Fig. 1: run 1, placed standard cells
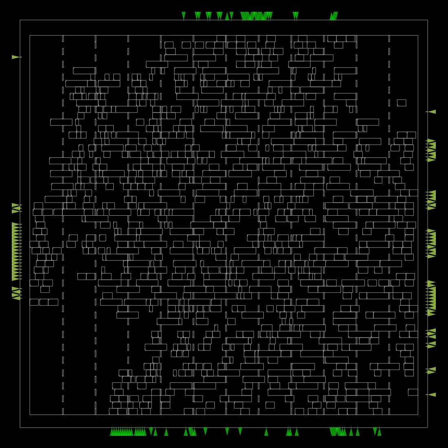
Fig. 2: run 1, met4 routing
Supply wires on this layer in gray. Cells faint in the background.
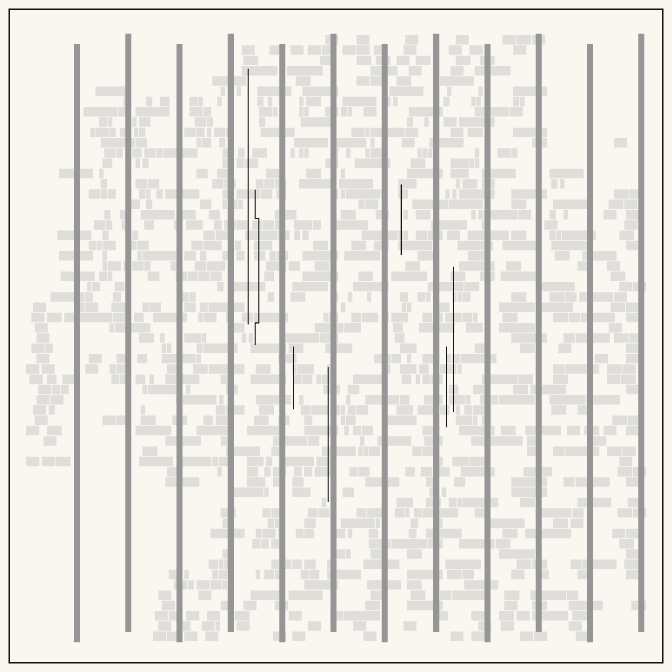
Fig. 3: run 1, the metal 3 layer
Bar = 50 um.
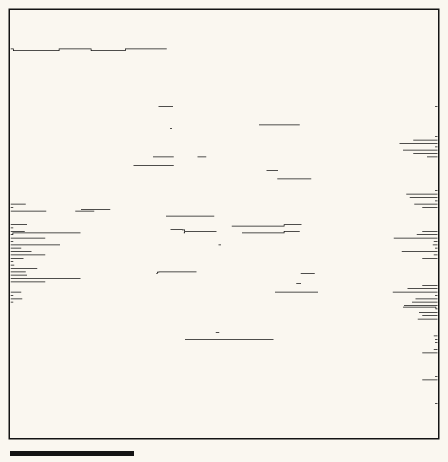
File: src/rtl/io_led_pwm.sv
// io_led_pwm: per-LED 8-bit PWM dimming with frame-aligned duty update and blinking.
module io_led_pwm #(
  parameter int          PRESCALE  = 16,
  parameter logic [13:0] CTRL_ADR  = 14'h3F81,
  parameter logic [13:0] DUTY_ADR  = 14'h3F82,
  parameter logic [13:0] BLINK_ADR = 14'h3F83
) (
  input  logic         clk,
  input  logic         rst_n,
  input  logic         dma_io_we,
  input  logic [15:2]  dma_io_wadr,
  input  logic [31:0]  dma_io_wdata,
  input  logic [15:2]  dma_io_radr,
  input  logic         dma_io_radr_en,
  input  logic [31:0]  dma_io_rdata_in,
  output logic [31:0]  dma_io_rdata,
  input  logic [3:0]   led_in,
  output logic [3:0]   led_out
);
  localparam int PW = PRESCALE > 1 ? $clog2(PRESCALE) : 1;
  logic [PW-1:0] presc;
  logic [7:0]    pwm_cnt;
  logic [2:0]    ctrl;
  logic [31:0]   duty_sh, duty_act;
  logic [15:0]   blink, blink_cnt;
  logic          blink_phase;
  logic          rd_sel;
  logic [31:0]   rd_data, rd_val;
  logic [3:0]    on;
  logic          tick, frame_end, wr_ctrl, wr_duty, wr_blink, rd_hit, phase;
  assign tick      = presc == PW'(PRESCALE - 1);
  assign frame_end = tick & (pwm_cnt == 8'hFF);
  assign wr_ctrl   = dma_io_we & (dma_io_wadr == CTRL_ADR);
  assign wr_duty   = dma_io_we & (dma_io_wadr == DUTY_ADR);
  assign wr_blink  = dma_io_we & (dma_io_wadr == BLINK_ADR);
  assign phase     = ~ctrl[1] | (blink == 16'd0) | blink_phase;
  assign rd_hit    = dma_io_radr_en & (dma_io_radr == CTRL_ADR || dma_io_radr == DUTY_ADR ||
                                       dma_io_radr == BLINK_ADR);
  assign rd_val    = dma_io_radr == CTRL_ADR ? {29'd0, ctrl} :
                     dma_io_radr == DUTY_ADR ? duty_sh : {16'd0, blink};
  assign dma_io_rdata = rd_sel ? rd_data : dma_io_rdata_in;
  // duty 0xFF is forced on so that the full-scale value never shows a one-tick gap
  for (genvar i = 0; i < 4; i++) begin : g_on
    logic [7:0] d;
    assign d     = duty_act[8*i +: 8];
    assign on[i] = ctrl[0] ? led_in[i] & (d == 8'hFF | pwm_cnt < d) & phase : led_in[i];
  end
  always_ff @(posedge clk or negedge rst_n) begin
    if (!rst_n) begin
      presc    <= '0;
      pwm_cnt  <= '0;
      ctrl     <= '0;
      duty_sh  <= '1;
      duty_act <= '1;
      blink    <= '0;
      led_out  <= '0;
      rd_sel   <= 1'b0;
      rd_data  <= '0;
    end else begin
      presc   <= tick ? '0 : presc + PW'(1);
      pwm_cnt <= tick ? pwm_cnt + 8'd1 : pwm_cnt;
      if (wr_ctrl) ctrl <= dma_io_wdata[2:0];
      if (wr_duty) duty_sh <= dma_io_wdata;
      if (frame_end) duty_act <= duty_sh;
      if (wr_blink) blink <= dma_io_wdata[15:0];
      led_out <= on ^ {4{ctrl[2]}};
      rd_sel  <= rd_hit;
      rd_data <= rd_hit ? rd_val : rd_data;
    end
  end
  // a BLINK write restarts the blink pattern in the on phase
  always_ff @(posedge clk or negedge rst_n) begin
    if (!rst_n) begin
      blink_cnt   <= '0;
      blink_phase <= 1'b1;
    end else if (wr_blink) begin
      blink_cnt   <= '0;
      blink_phase <= 1'b1;
    end else if (frame_end && blink != 16'd0) begin
      blink_cnt   <= blink_cnt == blink - 16'd1 ? '0 : blink_cnt + 16'd1;
      blink_phase <= blink_cnt == blink - 16'd1 ? ~blink_phase : blink_phase;
    end
  end
endmodule

File: config.mk
export PLATFORM = sky130hd
export DESIGN_NAME = io_led_pwm
export DESIGN_NICKNAME = d
export VERILOG_FILES = /design/src/rtl/io_led_pwm.sv
export SDC_FILE = /design/constraint.sdc
export NUM_CORES = 1
export LEC_CHECK = 0
export CORE_MARGIN = 4
export CORE_UTILIZATION = 30
export CTS_BUF_LIST = sky130_fd_sc_hd__clkbuf_4 sky130_fd_sc_hd__clkbuf_8
export CTS_CLUSTER_DIAMETER = 150
export DETAILED_ROUTE_END_ITERATION = 12
export PLACE_DENSITY_LB_ADDON = 0.12
export SYNTH_ARGS = -nofsm -noshare
export SYNTH_HDL_FRONTEND = slang
export SYNTH_SLANG_ARGS = --single-unit
export TNS_END_PERCENT = 50
File: constraint.sdc
create_clock -name clk -period 5.8 [get_ports clk]
set_clock_uncertainty 0.1 [all_clocks]
set_input_delay 1.45 -clock clk [delete_from_list [all_inputs] [get_ports clk]]
set_output_delay 1.45 -clock clk [all_outputs]
set_load 0.05 [all_outputs]
==> flow_summary.toml, run 1 <==
# flow metrics
[cts]
post-cts-setup-buffers = 0
numCtsBuffers = 17
clockRootBuffer = "clkbuf_8"
cts_max_level = 4
path_clk_slew_ns = 0.09
cts_hold_buf = 0
cts_buffer_depth = 2
cts.sinks = 149
insertion_delay_ns = 0.46

[final_layout]
mostFrequentLayoutCell = "clkdlybuf4s50_1"
final_area_um2 = 10200
seq_area_um2 = 3810
area_growth_pct = 25.2
logic_area_um2 = 3970
reg_top3 = "duty_act x32, duty_sh x32, rd_data x32"
stdcell_count = 1207
antenna_cells = 0
drive_above_1_share_pct = 26.1
fillCellCount = 2593

[pwr]
p_leak_nw = 4.30
cellPowerDensity_nw_per_um2 = 200
peakVddDrop_uv = 125
power.largest_group = "sequential cells"
seq-power_mw = 1.04
pg_clk_uw = 808
comb_power_uw = 183
combPwrFrac_pct = 9.0
p_seq_share_pct = 51.3
p_sw_uw = 538
clockPowerShare_pct = 39.7

[critical_path]
critPathRequiredTime_ns = 4.25
reg2reg_slack_ns = 2.36
reg2reg_depth = 8
crit_path_top_delay_cell = "clkdlybuf4s50_1"
worstReg2RegEnd = "blink_cnt[10]$_DFFE_PN0P_"
cp-start-kind = "input port"
crit_top_cell = "clkdlybuf4s50_1"
r2r-start = "blink[0]$_DFFE_PN0P_"
cp_cell_sequence = "clkdlybuf4s50_1, mux2_2, clkdlybuf4s50_1"
cp_max_fo = 1
arrival_ns = 2.88
critPathMaxStageDelay_ns = 0.81
critPathKind = "input port to primary output"
endpoint_kind = "primary output"

[timing]
slew_headroom_pct = 40.0
report.final.hold_viol_count = 0
post-route-min-period_ns = 4.43
fmax_mhz = 226
finalCritPeriodShare_pct = 76.3
tightest_slew_ns = 0.900
rsz0062_at_grt = "false"
fin_ws_ns = 1.37
drv_slew = 0
setup_viol = 0
fin_setup_tns_ns = 0

[synth]
async_reset_ff_share_pct = 100
yosys.area_share.adder_pct = 4.94
synth-edff-count = 0
simple_gate_area_share_pct = 14.4
yosysUniqueCellTypes = 58
synthAoiAreaFrac_pct = 8.82
syn_inst = 730
yosysTopAreaCell = "dfrtp_1"
yosysWarnings = 0
yosys-stat-cells = 730
synth.cellmix.xorXnorShare_pct = 4.32
avgSynthCellArea_um2 = 11.1
ys_top_logic_family = "multiplexers"
ys_top_cells_by_count = "mux2_2 (100), dfrtp_1 (84), nand2_1 (73)"
post-synth-top-count-cell = "mux2_2"
syn_nets = 862
synthDominantCellAreaShare_pct = 25.9

[floorplan]
initial_core_util_pct = 30.8
dieWidth_um = 172
ios = 136
die_h_um = 172
chipArea_um2 = 29700

[global_route]
antenna_found_initial = 0
grt_pass1_wl_mm = 33.4
overflow = 0
busiest_layer = "met2"
grt_pass1_vias = 6118

[flow_run]
warning_count = 26
maxCapViolCount = 0

[min_path]
hold_depth = 2
hp-class = "register to register"
hold_end = "rd_data[11]$_DFFE_PN0P_"
hold_start = "rd_data[11]$_DFFE_PN0P_"

[route]
via_per_inst = 4.88
top_layer = "met4"
dr_wl_met2_mm = 9.95
first_pass_iters = 4
wl_met3_um = 786
antenna_left = 0
drt_iter0_drc = 230

[place]
dp_hpwl_mm = 15.0
dp.cells = 1175
placedInstanceArea_um2 = 9770
dp_slack_ns = 1.36
routabilityCongestion = 0.768
io_buffer_count = 135

[status]
status = "complete, no violations"
Notes on Fig. 1 above:
core area: 26400 um^2
Tapcells: 335
Flops: 149
fin util: 38.6%
Seq/total area: 37.5%

Notes on Fig. 2 above:
The wires run mostly vertical. 4 nets have wire on it.
via count: 5890
total wire length: 20.9 mm

Notes on Fig. 3 above:
The layer carries 787 um of wire. The wires run mostly horizontal. The layer holds 3.8% of the routed length.
met3 usage: 2.72%

-- run 1: worst max-delay path by stage --
stage,slack (ns),end,from,cells after the start
floorplan,2.25,blink_cnt[9]$_DFFE_PN0P_,dma_io_wadr[5],6
global placement,1.34,dma_io_rdata[11],dma_io_rdata_in[11],3
detailed placement,1.36,dma_io_rdata[11],dma_io_rdata_in[11],3
CTS,1.35,dma_io_rdata[11],dma_io_rdata_in[11],3
global route,1.33,dma_io_rdata[11],dma_io_rdata_in[11],3
finish,1.37,dma_io_rdata[11],dma_io_rdata_in[11],3
-- run 1: area by class of cell --
type                       count  area share [%]
sequential                   149            37.5
inverter                      40            1.48
multi-input combinational    507            39.1
clock buffer                  18            2.44
timing repair buffer         144            14.0
clock inverter                14            1.37
tap                          335            4.13
Fig. 4: run 1, signal wires by layer
Bar = 50 um.
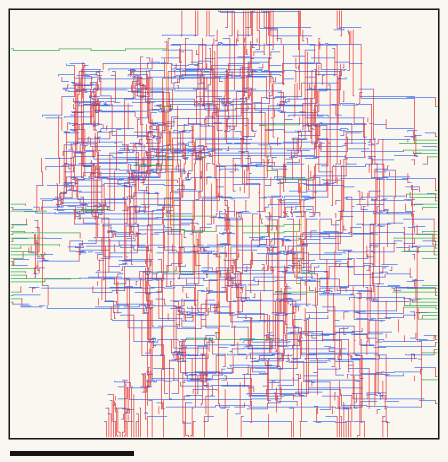

==> inputs of run 2 (changes only) <==
Clock period 5.8 ns to 3.78 ns, I/O delays scaled along.
Fig. 5: run 2, signal wires by layer
Bar = 50 um.
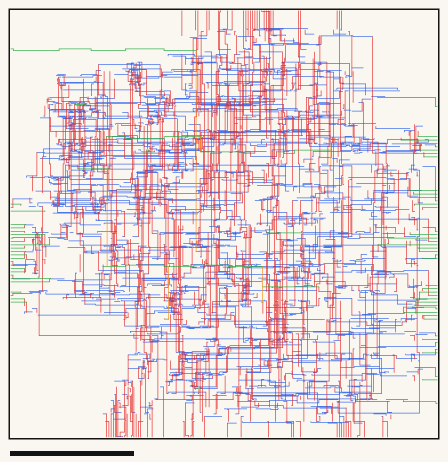
M1: shown in blue, wire length 10000 um. M4: shown in orange, wire length 172 um. M2: shown in red, wire length 10100 um. M3: shown in green, wire length 770 um.
via count: 5877
GRT Util Overall: 14.5%
wire per inst: 17.3 um
total wire length: 21.0 mm

Fig. 6: run 2, the metal 3 layer
Bar = 50 um.
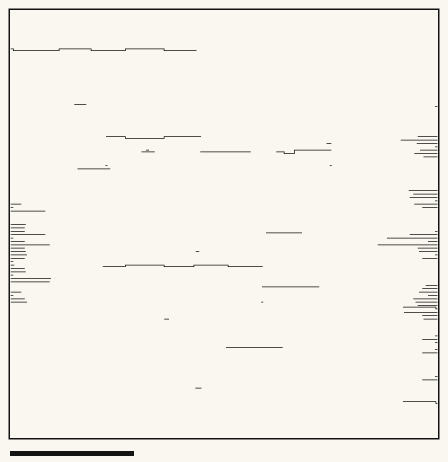
76 nets have wire on it. The wires run mostly horizontal.
met3 usage: 2.90%

==> run 2 against run 1 <==
  * Global-route usage up 0.22 points
  * Via count fell by 0.22%
  * Setup slack got worse by 0.98 ns
  * Design area up 0.70%
  * Combinational power increased by 54%
  * Critical endpoint is now dma_io_rdata[26]
==> flow_summary.toml, run 2 <==
# flow metrics
[status]
status = "complete, no violations"

[route]
dr_wl_met2_mm = 10.1
antenna_left = 0
via_per_inst = 4.82
wl_met3_um = 769
top_layer = "met4"
drt_iter0_drc = 226
first_pass_iters = 4

[final_layout]
fillCellCount = 2621
seq-cell-share_pct = 37.2
mostFrequentLayoutCell = "clkdlybuf4s50_1"
largest_class = "logic gates"
multi_input_comb_cells = 507
clock_area_share_pct = 3.79
antenna_cells = 0
drive_above_1_share_pct = 29.0
n_all_buffers = 157
seq_area_um2 = 3810
final_core_util_pct = 38.8
area_growth_pct = 26.1
buffer_area_share_pct = 14.6
seq_cell_count = 149
reg_top3 = "duty_act x32, duty_sh x32, rd_data x32"
inverters = 40
clkbuf_count = 18
final_area_um2 = 10200
comb_area_share_pct = 38.8
logic_area_um2 = 3970
stdcell_count = 1220

[synth]
yosysTopAreaCell = "dfrtp_1"
avgSynthCellArea_um2 = 11.1
synthDominantCellAreaShare_pct = 25.9
post-synth-top-count-cell = "mux2_2"
synthAoiAreaFrac_pct = 8.82
synth_flops = 149
syn_inst = 730
yosys-stat-cells = 730
simple_gate_area_share_pct = 14.4
async_reset_ff_share_pct = 100
yosysUniqueCellTypes = 58
ys_top_cells_by_area = "dfrtp_1 (26%), dfstp_2 (21%), mux2_2 (14%)"
syn_nets = 862
synth.cellmix.xorXnorShare_pct = 4.32
ys_top_logic_family = "multiplexers"
yosysWarnings = 0
ys_top_cells_by_count = "mux2_2 (100), dfrtp_1 (84), nand2_1 (73)"
yosys.area_share.adder_pct = 4.94
synth-edff-count = 0

[critical_path]
critPathMaxStageDelay_ns = 0.80
crit_top_cell = "clkdlybuf4s50_1"
cp-start-kind = "input port"
reg2reg_depth = 9
r2r-start = "blink[0]$_DFFE_PN0P_"
reg2reg_slack_ns = 0.42
critPathRequiredTime_ns = 2.73
worstReg2RegEnd = "blink_cnt[15]$_DFFE_PN0P_"
cp-startpoint = "dma_io_rdata_in[26]"
cp_cell_sequence = "clkdlybuf4s50_1, mux2_2, clkdlybuf4s50_1"
arrival_ns = 2.34
critPathKind = "input port to primary output"
crit_path_top_delay_cell = "clkdlybuf4s50_1"
endpoint_kind = "primary output"
cp_max_fo = 1

[cts]
clockRootBuffer = "clkbuf_8"
cts_buffer_depth = 2
insertion_delay_ns = 0.45
cts_hold_buf = 0
cts.sinks = 149
post-cts-setup-buffers = 0
numCtsBuffers = 17
cts_max_level = 4
path_clk_slew_ns = 0.10

[timing]
slew_headroom_pct = 48.4
drv_slew = 0
tightest_slew_ns = 0.768
post-route-min-period_ns = 3.38
report.final.hold_viol_count = 0
fin_setup_tns_ns = 0
finalCritPeriodShare_pct = 89.5
fmax_mhz = 296
setup_viol = 0
fin_ws_ns = 0.399
rsz0062_at_grt = "false"

[place]
dp_slack_ns = 0.142
dp_hpwl_mm = 15.5
routabilityCongestion = 0.771
placedInstanceArea_um2 = 9840
dp.cells = 1188
io_buffer_count = 135

[floorplan]
initial_core_util_pct = 30.8
ios = 136
die_h_um = 172
tap_cells = 335
dieWidth_um = 172
core_um2 = 26400
chipArea_um2 = 29700
rows = 59

[global_route]
overflow = 0
antenna_found_initial = 0
grt_pass1_vias = 6055
grt_pass1_wl_mm = 33.7

[flow_run]
warning_count = 26
maxCapViolCount = 0

[pwr]
p_leak_nw = 4.39
peakVddDrop_uv = 183
cellPowerDensity_nw_per_um2 = 305

[min_path]
hp-class = "input port to async pin"
-- run 2: worst max-delay path by stage --
stage | slack, ns | end | depth (start not counted)
finish | 0.40 | dma_io_rdata[26] | 3
global route | 0.22 | blink_cnt[12]$_DFFE_PN0P_ | 9
CTS | 0.33 | dma_io_rdata[18] | 2
detailed placement | 0.14 | blink_cnt[15]$_DFFE_PN0P_ | 8
global placement | 0.19 | blink_cnt[11]$_DFFE_PN0P_ | 8
floorplan | 0.73 | blink_cnt[9]$_DFFE_PN0P_ | 6
-- run 2: power breakdown --
part	internal, mW	switching, mW	total [mW]
combinational	0.142	0.140	0.282
clock	0.559	0.680	1.24
sequential	1.60	0.00201	1.60
total	2.30	0.822	3.12
Power figures rest on the tool's default switching activity, not on a simulated workload.
